File: src/rtl/crypt_round_sequencer.sv
// Round sequencer around the combinational Stage4 word permutation: captures one
// block plus round key, runs NUM_ROUNDS Stage4 passes, then offers the result downstream.
//
// state  | meaning
// S_IDLE | waiting for a block; in_ready high
// S_RUN  | one Stage4 round per cycle, result written back to r_state_reg
// S_DONE | final block presented on out_block until out_ready
module crypt_round_sequencer #(
  parameter int NUM_ROUNDS = 8,
  parameter int KEY_W      = 2*NUM_ROUNDS
) (
  input  logic             clk,
  input  logic             rst,
  input  logic             in_valid,
  output logic             in_ready,
  input  logic [127:0]     in_block,
  input  logic [KEY_W-1:0] in_key,
  output logic             stage_en,
  output logic             stage_k2,
  output logic             stage_k3,
  output logic [127:0]     stage_in,
  input  logic [127:0]     stage_out,
  output logic             out_valid,
  input  logic             out_ready,
  output logic [127:0]     out_block,
  output logic             busy,
  output logic [3:0]       round_cnt
);

  typedef enum logic [1:0] {S_IDLE, S_RUN, S_DONE} state_t;

  localparam logic [3:0] LAST_ROUND = 4'(NUM_ROUNDS - 1);

  state_t             r_state;
  state_t             w_state_nxt;
  logic [127:0]       r_state_reg;
  logic [KEY_W-1:0]   r_key_sr;
  logic [3:0]         r_round_cnt;
  logic               w_last_round;

  assign w_last_round = (r_round_cnt == LAST_ROUND);

  always_ff @(posedge clk) begin
    if (rst) begin
      r_state     <= S_IDLE;
      r_state_reg <= '0;
      r_key_sr    <= '0;
      r_round_cnt <= '0;
    end else begin
      r_state <= w_state_nxt;
      case (r_state)
        S_IDLE: begin
          if (in_valid) begin
            r_state_reg <= in_block;
            r_key_sr    <= in_key;
            r_round_cnt <= '0;
          end
        end
        S_RUN: begin
          // Key pairs are consumed LSB-first, so the next round's pair is always at [1:0].
          r_state_reg <= stage_out;
          r_key_sr    <= r_key_sr >> 2;
          r_round_cnt <= w_last_round ? 4'd0 : r_round_cnt + 4'd1;
        end
        default: ;
      endcase
    end
  end

  always_comb begin
    w_state_nxt = r_state;
    in_ready    = 1'b0;
    stage_en    = 1'b0;
    stage_k2    = 1'b0;
    stage_k3    = 1'b0;
    out_valid   = 1'b0;
    out_block   = '0;
    busy        = 1'b0;
    case (r_state)
      S_IDLE: begin
        in_ready = 1'b1;
        if (in_valid) w_state_nxt = S_RUN;
      end
      S_RUN: begin
        stage_en = 1'b1;
        stage_k2 = r_key_sr[0];
        stage_k3 = r_key_sr[1];
        busy     = 1'b1;
        if (w_last_round) w_state_nxt = S_DONE;
      end
      S_DONE: begin
        out_valid = 1'b1;
        out_block = r_state_reg;
        busy      = 1'b1;
        // Return to IDLE only; a new block is taken the following cycle.
        if (out_ready) w_state_nxt = S_IDLE;
      end
      default: w_state_nxt = S_IDLE;
    endcase
  end

  assign stage_in  = r_state_reg;
  assign round_cnt = r_round_cnt;

endmodule

File: config.mk
export PLATFORM = sky130hd
export DESIGN_NAME = crypt_round_sequencer
export DESIGN_NICKNAME = d
export VERILOG_FILES = /design/src/rtl/crypt_round_sequencer.sv
export SDC_FILE = /design/constraint.sdc
export NUM_CORES = 1
export LEC_CHECK = 0
export CELL_PAD_IN_SITES_DETAIL_PLACEMENT = 0
export CELL_PAD_IN_SITES_GLOBAL_PLACEMENT = 1
export CORE_AREA = 2 2 211 213
export CTS_BUF_LIST = sky130_fd_sc_hd__clkbuf_2 sky130_fd_sc_hd__clkbuf_4 sky130_fd_sc_hd__clkbuf_8
export DETAILED_ROUTE_END_ITERATION = 16
export DIE_AREA = 0 0 213 215
export MAX_ROUTING_LAYER = met4
export PLACE_DENSITY = 0.7
export REMOVE_ABC_BUFFERS = 1
export SLEW_MARGIN = 0
export SYNTH_ARGS = -nofsm -noshare
export SYNTH_HDL_FRONTEND = slang
export SYNTH_SLANG_ARGS = --single-unit
export TNS_END_PERCENT = 100
File: constraint.sdc
create_clock -name clk -period 3.2 [get_ports clk]
set_input_delay 0.48 -clock clk [delete_from_list [all_inputs] [get_ports clk]]
set_output_delay 0.48 -clock clk [all_outputs]
set_load 0.02 [all_outputs]
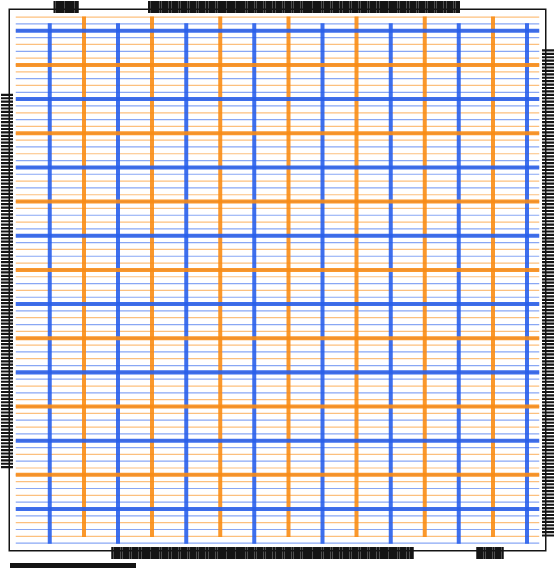
**Above:** supply network.
The bar under the picture is 50 µm long. Pins as bars on the die edge.
Key: VDD = orange; VSS = blue
The core has 77 rows. 15 straps on met4.

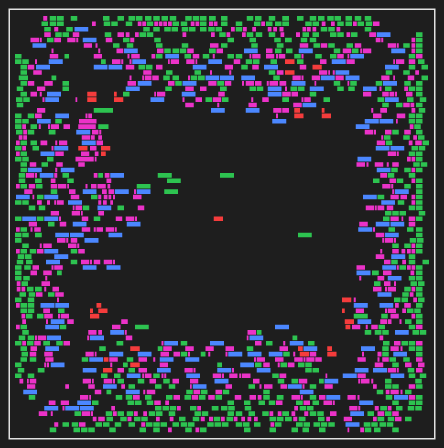
**Above:** cell classes on the final placement.
Key: combinational and other logic = magenta [cells 596, share of their area 35%]; other buffers and delay cells = green [cells 564, share of their area 41%]; clock drivers and dummy loads = red [cells 31, share of their area 2.5%]; flops = blue [cells 150, share of their area 22%]
area of the core: 43640 µm²
Layout Utilization: 0.3363

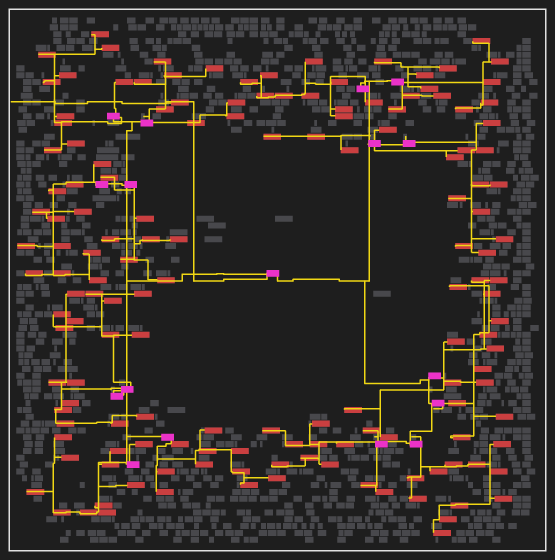
**Above:** clock network drawn from the DEF.
Key: flip-flops = red [count 150]; clock drivers = magenta [count 17]; clock wires = yellow [length 2670 µm]
There are 18 routed clock nets.
Late-Pin Clk Latency: 480 ps
clock distribution power: 1.39 mW
clock tree skew after final layout: 10.83 ps

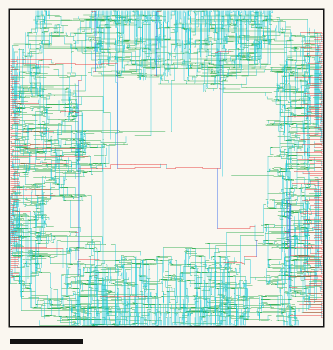
**Above:** metal layers overlaid.
The bar under the picture is 50 µm long.
Key: metal 1 = green [wire length 14100 µm]; metal 2 = cyan [wire length 16400 µm]; metal 3 = red [wire length 2050 µm]; metal 4 = blue [wire length 549 µm]

==> flow_metrics.env <==
# yosys + openroad results
export IMPL_detail_route_wirelength_met1_um=14100
export IMPL_combinationalPowerShare=0.580
export IMPL_run_status="finished, final reports clean"
export IMPL_taps=592
export IMPL_post_layout_minimum_cycle_time_ps=2913
export IMPL_fp_row_count=77
export IMPL_start_kind="flop"
export IMPL_stage_log_warnings=28
export IMPL_max_slew_margin_rel=0.5300
export IMPL_first_iter_violations=255
export IMPL_ctsHtreeMaxLevel=4
export IMPL_hpwl_reported_at_the_end_of_detailed_placement_um=24930
export IMPL_hold_path_class="reg -> reg"
export IMPL_crit_slowest_cell="sky130_fd_sc_hd__clkdlybuf4s50_1"
export IMPL_power_density_cell_area_nw_per_um2=738.7
export IMPL_holdWs_ps=456.9
export IMPL_gr_util_met1=0.1636
export IMPL_ys_seq_elements=150
export IMPL_insertedDiodeCount=1
export IMPL_comb_area_frac=0.3300
export IMPL_post_route_worst_setup_slack_ps=287.2
export IMPL_clk_share=0.02379
export IMPL_ys_cells=826
export IMPL_die_area_um2=45800
export IMPL_power_mw=10.84
export IMPL_ys_top_logic_family="AND-OR/OR-AND gates"
export IMPL_worst_slew_pin_slew_ps=705.0
export IMPL_intPower_mw=6.131
export IMPL_top_area_cell="sky130_fd_sc_hd__dfxtp_1"
export IMPL_groute_usage_overall=0.1412
export IMPL_synth_avg_cell_area_um2=10.03
export IMPL_remaining_drc_errors=0
export IMPL_layout_sequential_cells=150
export IMPL_gpl_final_weighted_congestion=0.7729
export IMPL_place_ws_ps=558.8
export IMPL_layout_cells_non_filler=1934
export IMPL_drv_cap=0
export IMPL_xor_share=0
export IMPL_leakagePower_nw=5.144
export IMPL_synth_top_cell_area_share=0.3624
export IMPL_netlist_instances=826
export IMPL_largestPowerGroup="combinational cells"
export IMPL_cts_resizes=0
export IMPL_post_route_cells_drive_above_1_share=0.1477
export IMPL_cp_depth=5
export IMPL_cts_tree="done"
export IMPL_design_portCount=542
Power figures rest on the tool's default switching activity, not on a simulated workload.
